==> src/rtl/alu_exec_stage.sv <==
// -----------------------------------------------------------------------------
// alu_exec_stage
//   Two-stage pipelined 8-bit ALU execute stage.
//   S1 registers the request (op, a, b). The ALU is combinational on S1.
//   S2 registers the result and the Z/C/N/V flags for writeback.
//
// Ports
//   clk        system clock, all state on the rising edge
//   rst        asynchronous, active-high reset
//   in_valid   request valid from issue
//   in_ready   stage can accept a request this cycle
//   op         000 ADD, 001 SUB, 010 AND, 011 OR, 100 XOR, 101 SLL, 110 SRL, 111 SRA
//   a, b       operands; shifts use b[2:0] as the shift amount
//   out_valid  result valid (S2 occupied)
//   out_ready  writeback accepts the result
//   result     registered result
//   zf/cf/nf/vf registered zero, carry/borrow/shift-out, negative, overflow flags
//   op_count   number of results consumed, wraps at 16 bits
//
// Handshake: a transfer happens on a rising edge where valid && ready are both
// high. A producer holds valid and its payload stable until the transfer; the
// consumer may raise or drop ready at will. in_ready is combinational from
// out_ready so a full pipe keeps streaming one op per cycle with no bubble.
// -----------------------------------------------------------------------------
module alu_exec_stage (
  input  logic        clk,
  input  logic        rst,
  input  logic        in_valid,
  output logic        in_ready,
  input  logic [2:0]  op,
  input  logic [7:0]  a,
  input  logic [7:0]  b,
  output logic        out_valid,
  input  logic        out_ready,
  output logic [7:0]  result,
  output logic        zf,
  output logic        cf,
  output logic        nf,
  output logic        vf,
  output logic [15:0] op_count
);

  localparam logic [2:0] OP_ADD = 3'b000;
  localparam logic [2:0] OP_SUB = 3'b001;
  localparam logic [2:0] OP_AND = 3'b010;
  localparam logic [2:0] OP_OR  = 3'b011;
  localparam logic [2:0] OP_XOR = 3'b100;
  localparam logic [2:0] OP_SLL = 3'b101;
  localparam logic [2:0] OP_SRL = 3'b110;
  localparam logic [2:0] OP_SRA = 3'b111;

  // Stage 1 registers
  logic       s1_v;
  logic [2:0] s1_op;
  logic [7:0] s1_a;
  logic [7:0] s1_b;

  // Stage 2 valid; result and flags are the output registers themselves
  logic s2_v;

  logic s1_load;
  logic s2_load;
  logic consume;

  assign out_valid = s2_v;
  assign consume   = s2_v && out_ready;
  // S2 can take S1 when empty or when its current result leaves this cycle
  assign s2_load   = s1_v && (!s2_v || out_ready);
  assign in_ready  = !s1_v || s2_load;
  assign s1_load   = in_valid && in_ready;

  // ---------------------------------------------------------------------------
  // Combinational ALU on S1 contents
  // ---------------------------------------------------------------------------
  logic [7:0]  alu_res;
  logic        alu_c;
  logic        alu_v;
  logic [8:0]  wide;
  logic [15:0] sh_w;
  logic [2:0]  sh;

  always_comb begin
    alu_res = 8'h00;
    alu_c   = 1'b0;
    alu_v   = 1'b0;
    wide    = 9'h000;
    sh_w    = 16'h0000;
    sh      = s1_b[2:0];
    case (s1_op)
      OP_ADD: begin
        wide    = {1'b0, s1_a} + {1'b0, s1_b};
        alu_res = wide[7:0];
        alu_c   = wide[8];
        alu_v   = (s1_a[7] == s1_b[7]) && (wide[7] != s1_a[7]);
      end
      OP_SUB: begin
        // Bit 8 of the 9-bit difference is the borrow (a < b unsigned)
        wide    = {1'b0, s1_a} - {1'b0, s1_b};
        alu_res = wide[7:0];
        alu_c   = wide[8];
        alu_v   = (s1_a[7] != s1_b[7]) && (wide[7] != s1_a[7]);
      end
      OP_AND: alu_res = s1_a & s1_b;
      OP_OR:  alu_res = s1_a | s1_b;
      OP_XOR: alu_res = s1_a ^ s1_b;
      OP_SLL: begin
        // Last bit shifted out lands at bit 8; zero when sh == 0
        sh_w    = {8'h00, s1_a} << sh;
        alu_res = sh_w[7:0];
        alu_c   = sh_w[8];
      end
      OP_SRL: begin
        // Last bit shifted out lands at bit 7 of the low byte
        sh_w    = {s1_a, 8'h00} >> sh;
        alu_res = sh_w[15:8];
        alu_c   = sh_w[7];
      end
      OP_SRA: begin
        sh_w    = 16'($signed({s1_a, 8'h00}) >>> sh);
        alu_res = sh_w[15:8];
        alu_c   = sh_w[7];
      end
      default: alu_res = 8'h00;
    endcase
  end

  // ---------------------------------------------------------------------------
  // Stage 1
  // ---------------------------------------------------------------------------
  always_ff @(posedge clk or posedge rst) begin
    if (rst) begin
      s1_v  <= 1'b0;
      s1_op <= 3'b000;
      s1_a  <= 8'h00;
      s1_b  <= 8'h00;
    end else begin
      if (s1_load) begin
        s1_v  <= 1'b1;
        s1_op <= op;
        s1_a  <= a;
        s1_b  <= b;
      end else if (s2_load) begin
        s1_v <= 1'b0;
      end
    end
  end

  // ---------------------------------------------------------------------------
  // Stage 2: only written on s2_load, so a stalled result never changes
  // ---------------------------------------------------------------------------
  always_ff @(posedge clk or posedge rst) begin
    if (rst) begin
      s2_v   <= 1'b0;
      result <= 8'h00;
      zf     <= 1'b0;
      cf     <= 1'b0;
      nf     <= 1'b0;
      vf     <= 1'b0;
    end else begin
      if (s2_load) begin
        s2_v   <= 1'b1;
        result <= alu_res;
        zf     <= (alu_res == 8'h00);
        cf     <= alu_c;
        nf     <= alu_res[7];
        vf     <= alu_v;
      end else if (consume) begin
        s2_v <= 1'b0;
      end
    end
  end

  // Consumed-result counter, wraps naturally at 16 bits
  always_ff @(posedge clk or posedge rst) begin
    if (rst) begin
      op_count <= 16'h0000;
    end else if (consume) begin
      op_count <= op_count + 16'd1;
    end
  end

endmodule

==> config.mk <==
export PLATFORM = sky130hd
export DESIGN_NAME = alu_exec_stage
export DESIGN_NICKNAME = d
export VERILOG_FILES = /design/src/rtl/alu_exec_stage.sv
export SDC_FILE = /design/constraint.sdc
export NUM_CORES = 1
export LEC_CHECK = 0
export ABC_AREA = 1
export CORE_AREA = 4 4 118 92
export DETAILED_ROUTE_END_ITERATION = 10
export DIE_AREA = 0 0 122 96
export HOLD_SLACK_MARGIN = 0.12
export PLACE_DENSITY = 0.6
export SLEW_MARGIN = 20
export SYNTH_ARGS = -nofsm -noshare
export SYNTH_HDL_FRONTEND = slang
export SYNTH_SLANG_ARGS = --single-unit
==> constraint.sdc <==
create_clock -name clk -period 3.85 [get_ports clk]
set_input_delay 0.5775 -clock clk [delete_from_list [all_inputs] [get_ports clk]]
set_output_delay 0.5775 -clock clk [all_outputs]
set_load 0.005 [all_outputs]
Placed cells, one colour a class:
Drawn at 4 px/um.
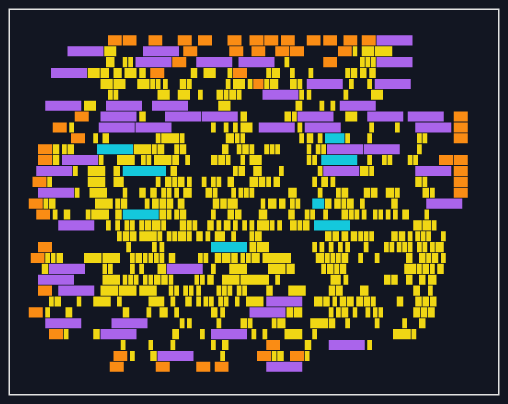
Key: clock drivers and dummy loads = cyan [cells 8, share of their area 4.1%]; sequential cells = purple [cells 48, share of their area 27%]; remaining buffers and delay cells = orange [cells 53, share of their area 12%]; remaining logic cells = yellow [cells 489, share of their area 56%]

Drive-strength map:
Drawn at 3 px/um.
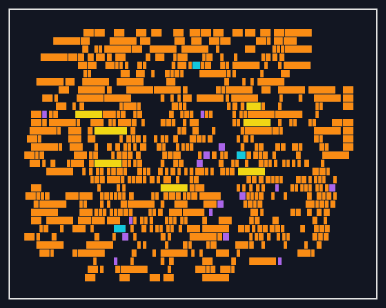
Key: x6 and larger = yellow [cells 7, share 1.2%]; x3 and x4 = cyan [cells 3, share 0.50%]; x1 and smaller = orange [cells 573, share 96%]; x2 = purple [cells 15, share 2.5%]

Placed standard cells:
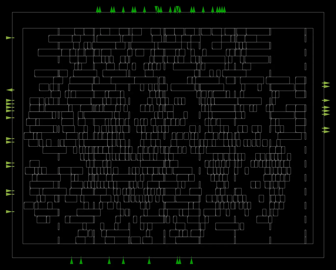
flip-flop and latch share of the layout cell area: 26.50%
Final Instance Count excl. Fillers: 730
Well-Tap Cells: 132
fill count: 1013
Core Box Area: 9580 um2

Signal wires on met3:
Drawn at 2 px/um. Cells faint in the background.
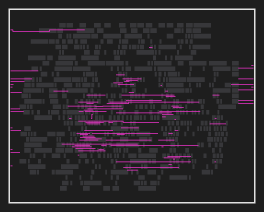
The layer holds 7.6% of the routed length. 77 nets have wire on it.

==> run summary <==
Notes from the flow run.

Worst setup path:
- The run puts the total stage count of the critical path at 13.
- The run puts the logic depth of the worst register-to-register path at 13.
- The run gives the endpoint of the worst setup timing path as zf.
- The critical path is of the register to register type.
- The run gives the master of the slowest instance on the critical path as dfrtp_1.
- Together, buffers and inverters on the worst path number 1.

Pwr:
- IR analysis of the VDD net gives a maximum drop of 0.2070 mV.

Timing:
- Hold-check failures listed in the final report amount to 0.
- The run puts the total negative setup slack at 0 ns.
- For this run, the final setup violation count is recorded as 0.
- The run gives the top achievable clock speed as 0.3712 GHz.
- The run gives the final clock period utilization by the worst path as 69.98%.
- The worst path meets setup with 1.156 ns of slack.

Place:
- Per the gpl log, the routability congestion estimate is 0.9528.

Run status:
- The flow ran to the end, and the final reports show no timing, DRC or antenna violations.

Finish:
- Of the cells placed in the final design, the portion with a size suffix greater than 1 is 4.181%.

Min path:
- The run gives the origin of the worst min-delay path as op_count[15].
- The path with the worst hold slack has its endpoint at op_count[15].

GRT:
- The initial antenna violation count was 0.

Clock tree:
- In this run the post-CTS setup repair buffer count came out at 0.
- The run gives the number of levels in the clock H-tree as 2.

Floorplanning:
- The run gives the area enclosed by the die boundary as 11710 um2.
[kinds of logic after synthesis]
kind of cell             after synthesis  share of synthesized area, %
flip-flops                            48                         31.81
buffers and inverters                 88                         9.808
AND/OR/NAND/NOR                      319                         36.68
XOR/XNOR                              18                         4.175
AND-OR/OR-AND                         56                         7.853
adder cells (fa/ha/maj)               28                         9.675
[cells in the mapped netlist (all sizes together)]
library cell	instances	area, um2
xor2	8	70.07
nand3b	1	7.510
nor3	8	40.04
and2	1	6.260
o2111ai	1	8.760
a21o	1	7.510
a21oi	32	160.2
nand4	19	118.9
ha	26	325.3
clkbuf	7	26.28
fa	2	40.04
dfrtp	48	1201
a31oi	1	6.260
o21ai	18	90.09
buf	13	88.83
or2	3	18.77
inv	68	255.2
o311ai	1	8.760
nand2	149	564.3
nor2	63	254.0
o211ai	1	7.510
nand3	75	375.4
xnor2	10	87.58
o21bai	1	7.510
[where the power goes]
group,internal (uW),switching [uW]
sequential,618,149
combinational,441,603
clock,326,211
total,1390,963
[layout make-up]
| cell class | instances | area [um2] |
|---|---|---|
| Fill cell | 1013 | 5047 |
| Multi-Input combinational cell | 421 | 2205 |
| Sequential cell | 48 | 1201 |
| Timing Repair Buffer | 53 | 528.0 |
| Inverter | 68 | 256.5 |
| Tap cell | 132 | 165.2 |
| Clock buffer | 6 | 138.9 |
| Clock inverter | 2 | 38.79 |
[metal layers]
metal | global-route usage [%] | vias to the layer above | part of all wire [%] | wire length (um)
li1 | - | 1879 | - | -
met1 | 31.25 | 1789 | 50 | 5740
met2 | 28.08 | 157 | 40 | 4586
met3 | 4.172 | 16 | 7.6 | 867
met4 | 5.131 | 0 | 1.5 | 175
met5 | 0 | - | 0 | 0
Power figures rest on the tool's default switching activity, not on a simulated workload.
